`config.mk`:
```
export PLATFORM = sky130hd
export DESIGN_NAME = clause_vote_accumulator_flat
export DESIGN_NICKNAME = d
export VERILOG_FILES = /design/src/rtl/cotm_pkg.sv /design/src/rtl/clause_vote_accumulator_if.sv /design/src/rtl/class_argmax_seq.sv /design/src/rtl/clause_vote_accumulator.sv /design/src/flat_wrapper.sv
export SDC_FILE = /design/constraint.sdc
export NUM_CORES = 2
export LEC_CHECK = 0
export CAP_MARGIN = 20
export CORE_MARGIN = 2
export CORE_UTILIZATION = 50
export DETAILED_ROUTE_END_ITERATION = 7
export DONT_BUFFER_PORTS = 1
export PLACE_DENSITY = 0.62
export SETUP_SLACK_MARGIN = 0.4
export SLEW_MARGIN = 20
export SYNTH_ARGS = -nofsm -noshare
export SYNTH_HDL_FRONTEND = slang
export SYNTH_HIERARCHICAL = 1
export SYNTH_SLANG_ARGS = --single-unit
export TNS_END_PERCENT = 1
```
`constraint.sdc`:
```
create_clock -name clk -period 58.9 [get_ports clk]
set_input_delay 14.725 -clock clk [delete_from_list [all_inputs] [get_ports clk]]
set_output_delay 14.725 -clock clk [all_outputs]
set_load 0.01 [all_outputs]
```
`src/rtl/cotm_pkg.sv`:
```
// cotm_pkg: shared types and constants for the CoTM clause vote path.
// States, default sizes and the class-sum width derivation.
package cotm_pkg;

    typedef enum logic [2:0] {
        IDLE   = 3'd0,
        ACCUM  = 3'd1,
        SUM    = 3'd2,
        ARGMAX = 3'd3,
        DONE   = 3'd4,
        CLAMP  = 3'd5
    } cva_state_e;

    localparam int NUM_CLAUSES_DEF = 16;
    localparam int NUM_CLASSES_DEF = 10;
    localparam int WEIGHT_W_DEF    = 8;
    localparam int CLAMP_T_DEF     = 64;

    function automatic int sum_width(input int weight_w, input int num_clauses);
        return weight_w + $clog2(num_clauses) + 1;
    endfunction

endpackage

```
`src/rtl/clause_vote_accumulator_if.sv`:
```
// clause_vote_accumulator_if: clause stream, weight port and result handshake.
// master drives clauses/weights/out_ready; slave is the accumulator.
interface clause_vote_accumulator_if
    import cotm_pkg::*;
#(
    parameter int NUM_CLAUSES = NUM_CLAUSES_DEF,
    parameter int NUM_CLASSES = NUM_CLASSES_DEF,
    parameter int WEIGHT_W    = WEIGHT_W_DEF,
    parameter int SUM_W       = sum_width(WEIGHT_W, NUM_CLAUSES)
);
    localparam int CLS_W = $clog2(NUM_CLASSES);
    localparam int CLA_W = $clog2(NUM_CLAUSES);

    logic                         frame_start;
    logic                         clause_valid;
    logic [NUM_CLAUSES-1:0]       clause_op;
    logic                         frame_end;
    logic                         w_we;
    logic [CLS_W-1:0]             w_class;
    logic [CLA_W-1:0]             w_clause;
    logic [WEIGHT_W-1:0]          w_data;
    logic                         w_err;
    logic                         busy;
    logic                         out_valid;
    logic                         out_ready;
    logic [CLS_W-1:0]             pred_class;
    logic [NUM_CLASSES*SUM_W-1:0] class_sums;

    modport master (
        output frame_start, clause_valid, clause_op, frame_end,
        output w_we, w_class, w_clause, w_data, out_ready,
        input  w_err, busy, out_valid, pred_class, class_sums
    );

    modport slave (
        input  frame_start, clause_valid, clause_op, frame_end,
        input  w_we, w_class, w_clause, w_data, out_ready,
        output w_err, busy, out_valid, pred_class, class_sums
    );

endinterface

```
`src/rtl/class_argmax_seq.sv`:
```
// class_argmax_seq: one class per cycle argmax, lowest index wins ties.
// start marks the class-0 cycle; done marks the last class cycle.
module class_argmax_seq #(
    parameter int NUM_CLASSES = 10,
    parameter int SUM_W       = 13
) (
    input  logic                           clk,
    input  logic                           rst,
    input  logic                           start,
    input  logic signed [SUM_W-1:0]        sums [NUM_CLASSES],
    output logic                           done,
    output logic [$clog2(NUM_CLASSES)-1:0] pred
);
    localparam int CW = $clog2(NUM_CLASSES);
    localparam logic [CW-1:0] LAST = CW'(NUM_CLASSES - 1);

    logic                    run;
    logic [CW-1:0]           k;
    logic [CW-1:0]           best_idx;
    logic signed [SUM_W-1:0] best;
    logic [CW-1:0]           cur_k;
    logic signed [SUM_W-1:0] cur;
    logic                    take;

    // Candidate for this cycle; strict > keeps the earlier index on ties.
    always_comb begin
        cur_k = start ? '0 : k;
        cur   = sums[cur_k];
        take  = start || (cur > best);
        done  = run && (k == LAST);
        pred  = take ? cur_k : best_idx;
    end

    // Running best and class counter.
    always_ff @(posedge clk or posedge rst) begin
        if (rst) begin
            run      <= 1'b0;
            k        <= '0;
            best     <= '0;
            best_idx <= '0;
        end else if (start) begin
            run      <= 1'b1;
            k        <= CW'(1);
            best     <= cur;
            best_idx <= '0;
        end else if (run) begin
            if (take) begin
                best     <= cur;
                best_idx <= k;
            end
            if (done) begin
                run <= 1'b0;
                k   <= '0;
            end else begin
                k <= k + 1'b1;
            end
        end
    end

endmodule

```
`src/rtl/clause_vote_accumulator.sv`:
```
// clause_vote_accumulator: ORs clause hits per frame, weighted class sums, argmax.
// Optional macro CLASS_SUM_CLAMP_EN adds a saturate-to-CLAMP_T stage before argmax.
module clause_vote_accumulator
    import cotm_pkg::*;
#(
    parameter int NUM_CLAUSES = NUM_CLAUSES_DEF,
    parameter int NUM_CLASSES = NUM_CLASSES_DEF,
    parameter int WEIGHT_W    = WEIGHT_W_DEF,
    parameter int SUM_W       = sum_width(WEIGHT_W, NUM_CLAUSES)
`ifdef CLASS_SUM_CLAMP_EN
    , parameter int CLAMP_T   = CLAMP_T_DEF
`endif
) (
    input  logic                     clk,
    input  logic                     rst,
    clause_vote_accumulator_if.slave bus
);
    localparam int CLS_W = $clog2(NUM_CLASSES);
    localparam int CLA_W = $clog2(NUM_CLAUSES);

    localparam logic [2:0] S_IDLE   = IDLE;
    localparam logic [2:0] S_ACCUM  = ACCUM;
    localparam logic [2:0] S_SUM    = SUM;
    localparam logic [2:0] S_ARGMAX = ARGMAX;
    localparam logic [2:0] S_DONE   = DONE;
`ifdef CLASS_SUM_CLAMP_EN
    localparam logic [2:0] S_CLAMP  = CLAMP;
    localparam logic signed [SUM_W-1:0] C_HI = SUM_W'(CLAMP_T);
    localparam logic signed [SUM_W-1:0] C_LO = -C_HI;
`endif
    localparam logic [CLA_W-1:0] LAST_IDX = CLA_W'(NUM_CLAUSES - 1);

    logic [2:0]                 state;
    logic [NUM_CLAUSES-1:0]     fired;
    logic [CLA_W-1:0]           idx;
    logic signed [WEIGHT_W-1:0] w_mem [NUM_CLASSES][NUM_CLAUSES];
    logic signed [SUM_W-1:0]    sum   [NUM_CLASSES];
    logic signed [SUM_W-1:0]    w_ext [NUM_CLASSES];
    logic                       am_start;
    logic                       am_done;
    logic [CLS_W-1:0]           am_pred;
    logic [CLS_W-1:0]           pred_q;
    logic                       out_valid_q;
    logic                       w_err_q;
    logic                       w_ok;

    // Weight write qualifier: only in IDLE and only for in-range indices.
    always_comb begin
        w_ok = bus.w_we && (state == S_IDLE)
            && (int'(bus.w_class) < NUM_CLASSES)
            && (int'(bus.w_clause) < NUM_CLAUSES);
    end

    // Sign-extended weights of the clause currently being summed.
    always_comb begin
        for (int c = 0; c < NUM_CLASSES; c++) begin
            w_ext[c] = {{(SUM_W - WEIGHT_W){w_mem[c][idx][WEIGHT_W-1]}},
                        w_mem[c][idx]};
        end
    end

    // Control FSM, fired vector, result register and w_err pulse.
    always_ff @(posedge clk or posedge rst) begin
        if (rst) begin
            state       <= S_IDLE;
            fired       <= '0;
            idx         <= '0;
            am_start    <= 1'b0;
            out_valid_q <= 1'b0;
            pred_q      <= '0;
            w_err_q     <= 1'b0;
        end else begin
            am_start <= 1'b0;
            w_err_q  <= bus.w_we && (state != S_IDLE);
            unique case (state)
                S_IDLE: begin
                    if (bus.frame_start) begin
                        fired <= bus.clause_valid ? bus.clause_op : '0;
                        state <= S_ACCUM;
                    end
                end
                S_ACCUM: begin
                    if (bus.clause_valid) begin
                        fired <= fired | bus.clause_op;
                    end
                    if (bus.frame_end) begin
                        idx   <= '0;
                        state <= S_SUM;
                    end
                end
                S_SUM: begin
                    idx <= idx + 1'b1;
                    if (idx == LAST_IDX) begin
`ifdef CLASS_SUM_CLAMP_EN
                        state <= S_CLAMP;
`else
                        state    <= S_ARGMAX;
                        am_start <= 1'b1;
`endif
                    end
                end
`ifdef CLASS_SUM_CLAMP_EN
                S_CLAMP: begin
                    state    <= S_ARGMAX;
                    am_start <= 1'b1;
                end
`endif
                S_ARGMAX: begin
                    if (am_done) begin
                        pred_q      <= am_pred;
                        out_valid_q <= 1'b1;
                        state       <= S_DONE;
                    end
                end
                S_DONE: begin
                    if (bus.out_ready) begin
                        out_valid_q <= 1'b0;
                        state       <= S_IDLE;
                    end
                end
                default: state <= S_IDLE;
            endcase
        end
    end

    // Weight table; reset wipes it so software must reload.
    always_ff @(posedge clk or posedge rst) begin
        if (rst) begin
            for (int c = 0; c < NUM_CLASSES; c++) begin
                for (int j = 0; j < NUM_CLAUSES; j++) begin
                    w_mem[c][j] <= '0;
                end
            end
        end else if (w_ok) begin
            w_mem[bus.w_class][bus.w_clause] <= bus.w_data;
        end
    end

    // Class sums: cleared at frame end, one clause per cycle in SUM.
    always_ff @(posedge clk or posedge rst) begin
        if (rst) begin
            for (int c = 0; c < NUM_CLASSES; c++) begin
                sum[c] <= '0;
            end
        end else if ((state == S_ACCUM) && bus.frame_end) begin
            for (int c = 0; c < NUM_CLASSES; c++) begin
                sum[c] <= '0;
            end
        end else if ((state == S_SUM) && fired[idx]) begin
            for (int c = 0; c < NUM_CLASSES; c++) begin
                sum[c] <= sum[c] + w_ext[c];
            end
`ifdef CLASS_SUM_CLAMP_EN
        end else if (state == S_CLAMP) begin
            for (int c = 0; c < NUM_CLASSES; c++) begin
                if (sum[c] > C_HI) begin
                    sum[c] <= C_HI;
                end else if (sum[c] < C_LO) begin
                    sum[c] <= C_LO;
                end
            end
`endif
        end
    end

    class_argmax_seq #(
        .NUM_CLASSES (NUM_CLASSES),
        .SUM_W       (SUM_W)
    ) u_argmax (
        .clk   (clk),
        .rst   (rst),
        .start (am_start),
        .sums  (sum),
        .done  (am_done),
        .pred  (am_pred)
    );

    for (genvar c = 0; c < NUM_CLASSES; c++) begin : g_pack
        assign bus.class_sums[c*SUM_W +: SUM_W] = sum[c];
    end

    assign bus.busy       = (state != S_IDLE);
    assign bus.out_valid  = out_valid_q;
    assign bus.pred_class = pred_q;
    assign bus.w_err      = w_err_q;

endmodule

```
`src/flat_wrapper.sv`:
```
// flat-port wrapper written by rule: the top's interface ports become plain ports
module clause_vote_accumulator_flat import cotm_pkg::*;
#(
    parameter int NUM_CLAUSES = NUM_CLAUSES_DEF,
    parameter int NUM_CLASSES = NUM_CLASSES_DEF,
    parameter int WEIGHT_W    = WEIGHT_W_DEF,
    parameter int SUM_W       = sum_width(WEIGHT_W, NUM_CLAUSES)

)
  (clk, rst, bus_frame_start, bus_clause_valid, bus_clause_op, bus_frame_end, bus_w_we, bus_w_class, bus_w_clause, bus_w_data, bus_out_ready, bus_w_err, bus_busy, bus_out_valid, bus_pred_class, bus_class_sums);
  clause_vote_accumulator_if #(.NUM_CLAUSES(NUM_CLAUSES), .NUM_CLASSES(NUM_CLASSES), .WEIGHT_W(WEIGHT_W), .SUM_W(SUM_W)) bus_i ();
  input  logic clk;
  input  logic rst;
  input wire logic [$bits(bus_i.frame_start)-1:0] bus_frame_start;
  input wire logic [$bits(bus_i.clause_valid)-1:0] bus_clause_valid;
  input wire logic [$bits(bus_i.clause_op)-1:0] bus_clause_op;
  input wire logic [$bits(bus_i.frame_end)-1:0] bus_frame_end;
  input wire logic [$bits(bus_i.w_we)-1:0] bus_w_we;
  input wire logic [$bits(bus_i.w_class)-1:0] bus_w_class;
  input wire logic [$bits(bus_i.w_clause)-1:0] bus_w_clause;
  input wire logic [$bits(bus_i.w_data)-1:0] bus_w_data;
  input wire logic [$bits(bus_i.out_ready)-1:0] bus_out_ready;
  output wire logic [$bits(bus_i.w_err)-1:0] bus_w_err;
  output wire logic [$bits(bus_i.busy)-1:0] bus_busy;
  output wire logic [$bits(bus_i.out_valid)-1:0] bus_out_valid;
  output wire logic [$bits(bus_i.pred_class)-1:0] bus_pred_class;
  output wire logic [$bits(bus_i.class_sums)-1:0] bus_class_sums;
  assign bus_i.frame_start = bus_frame_start;
  assign bus_i.clause_valid = bus_clause_valid;
  assign bus_i.clause_op = bus_clause_op;
  assign bus_i.frame_end = bus_frame_end;
  assign bus_i.w_we = bus_w_we;
  assign bus_i.w_class = bus_w_class;
  assign bus_i.w_clause = bus_w_clause;
  assign bus_i.w_data = bus_w_data;
  assign bus_i.out_ready = bus_out_ready;
  assign bus_w_err = bus_i.w_err;
  assign bus_busy = bus_i.busy;
  assign bus_out_valid = bus_i.out_valid;
  assign bus_pred_class = bus_i.pred_class;
  assign bus_class_sums = bus_i.class_sums;
  clause_vote_accumulator #(.NUM_CLAUSES(NUM_CLAUSES), .NUM_CLASSES(NUM_CLASSES), .WEIGHT_W(WEIGHT_W), .SUM_W(SUM_W)) u_core (.clk(clk), .rst(rst), .bus(bus_i));
endmodule
```
### M1 wires

Cells faint in the background.
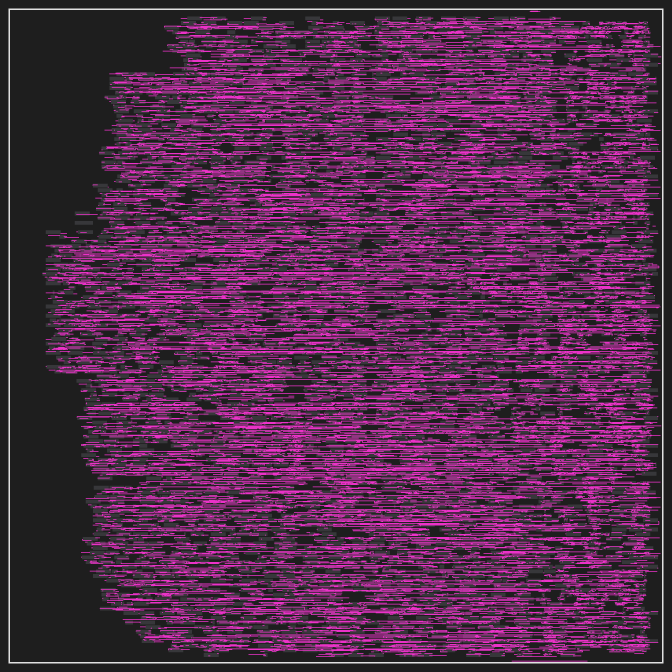
wire length on this layer	86.4 mm
main direction	horizontal
share of all routed wire	46%
nets with wire on the layer	4,822

### Signal wires on met2

Bar = 100 um.
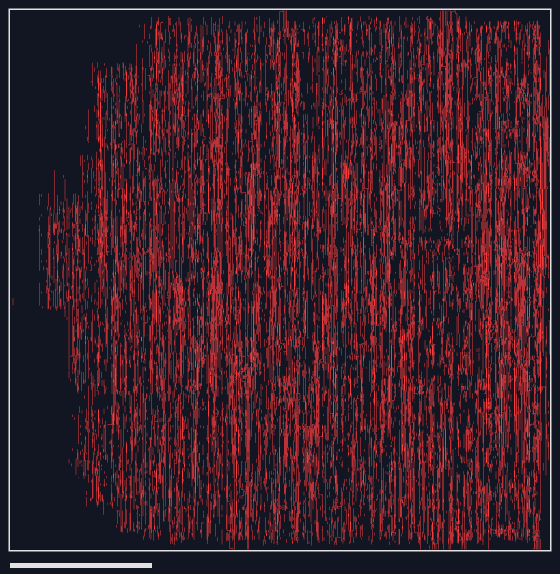
main direction	vertical
longest straight run	149 um
DR vias: 42,100
Routed WL: 187,000 um

### Signal wires on met3

Bar = 100 um.
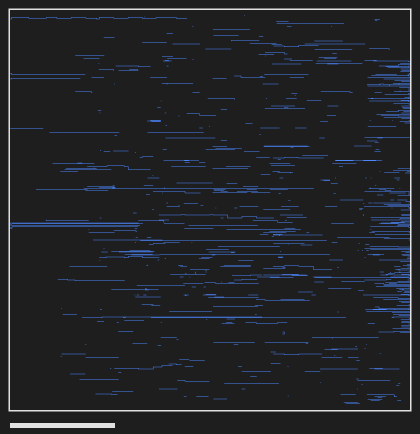
share of all routed wire	5.7%
main direction	horizontal
wire length on this layer	10,600 um

==> impl_metrics.csv <==
group,metric,value,unit
synthesis,synth-area-yosys,71300,um^2
die,io_pins,176,
flow_run,log.warning_count,64,
pwr,power.static_leakage,37.2,nW
worst_setup_path,worst_setup_path_end_kind,"async pin",
synthesis,synthTopLogicFamily,"multiplexers",
timing,finalSetupTns,0,ns
worst_hold_path,min_from,"u_core/fired[11]",
outcome,outcome,"complete, no violations",
global_routing,grt_use_met1,0.382,
global_routing,grt_busiest_layer,"met2",
synthesis,yosys.area_share.xor_xnor,0.0102,
placement,gp_congestion,0.878,
placement,detailed_place.area,72900,um^2
clock_tree,clock_path_buffers,3,
worst_setup_path,max_stage_delay,0.86,ns
detailed_routing,first_pass_iters,5,
synthesis,synth_flops,1462,
synthesis,yosys.cell_count.top_type,"sky130_fd_sc_hd__dfrtp_1",
die,placementRows,138,
synthesis,yosys-top-cells-area,"sky130_fd_sc_hd__dfrtp_1 (51%), sky130_fd_sc_hd__mux2_2 (20%), sky130_fd_sc_hd__mux4_2 (13%)",
synthesis,sequential_element_share_of_the_synthesized_area,0.513,
synthesis,ys_types,68,
timing,layout_min_cycle_time,17.17,ns
detailed_routing,met1_length,86400,um
worst_setup_path,worst_r2r_path_depth,15,
## metrics by stage
| stage | hold slack (ns) | std cells | setup slack (ns) | utilization |
|---|---|---|---|---|
| after floorplan | 0.461 | 4917 | 3.56 | - |
| after global placement | 0.479 | 6550 | 40.71 | 0.515 |
| after detailed placement | 0.480 | 6550 | 40.71 | 0.515 |
| after CTS | 0.494 | 6836 | 41.55 | 0.551 |
| after global routing | 0.510 | 6836 | 41.18 | 0.551 |
| final | 0.492 | 6837 | 41.73 | 0.551 |
## power breakdown
part / switching, W / total, W / leakage, nW / internal [W]
clock: 0.000412 / 0.000992 / 2.56 / 0.000580
combinational: 0.000401 / 0.000661 / 14.3 / 0.000260
sequential: 0.000123 / 0.00118 / 20.3 / 0.00106
total: 0.000936 / 0.00284 / 37.2 / 0.00190
## how the worst max path moves through the flow
stage	start	to	slack (ns)
2_1_floorplan	rst	u_core/am_start	3.56
3_3_place_gp	rst	u_core/w_mem[546]	40.71
3_5_place_dp	rst	u_core/w_mem[545]	40.71
4_1_cts	rst	u_core/w_mem[11]	41.55
5_1_grt	rst	u_core/w_mem[11]	41.18
6_report	rst	u_core/w_mem[11]	41.73
## placed cells by master, fill, tap and decap left out, drive strengths merged, types with 49 or more instances in the layout
cell type / synthesis / layout
nand2: 166 / 166
clkbuf: 218 / 240
ha: 136 / 136
nor2: 224 / 224
dfrtp: 1462 / 1462
inv: 74 / 85
mux4: 400 / 400
a21o: 62 / 62
mux2: 1302 / 1302
nand2b: 49 / 49
a21oi: 116 / 116
o21ai: 132 / 132
buf: 95 / 56
## area by class of cell
cell class	count	share of cell area
clock inverters	46	0.00636
multi-input cells	3068	0.425
repair buffers	56	0.00608
diodes	1	0.0000321
inverters	74	0.00365
flip-flops and latches	1462	0.469
clock buffers	240	0.0600
well taps	1890	0.0303
Power and IR drop assume default switching activity.
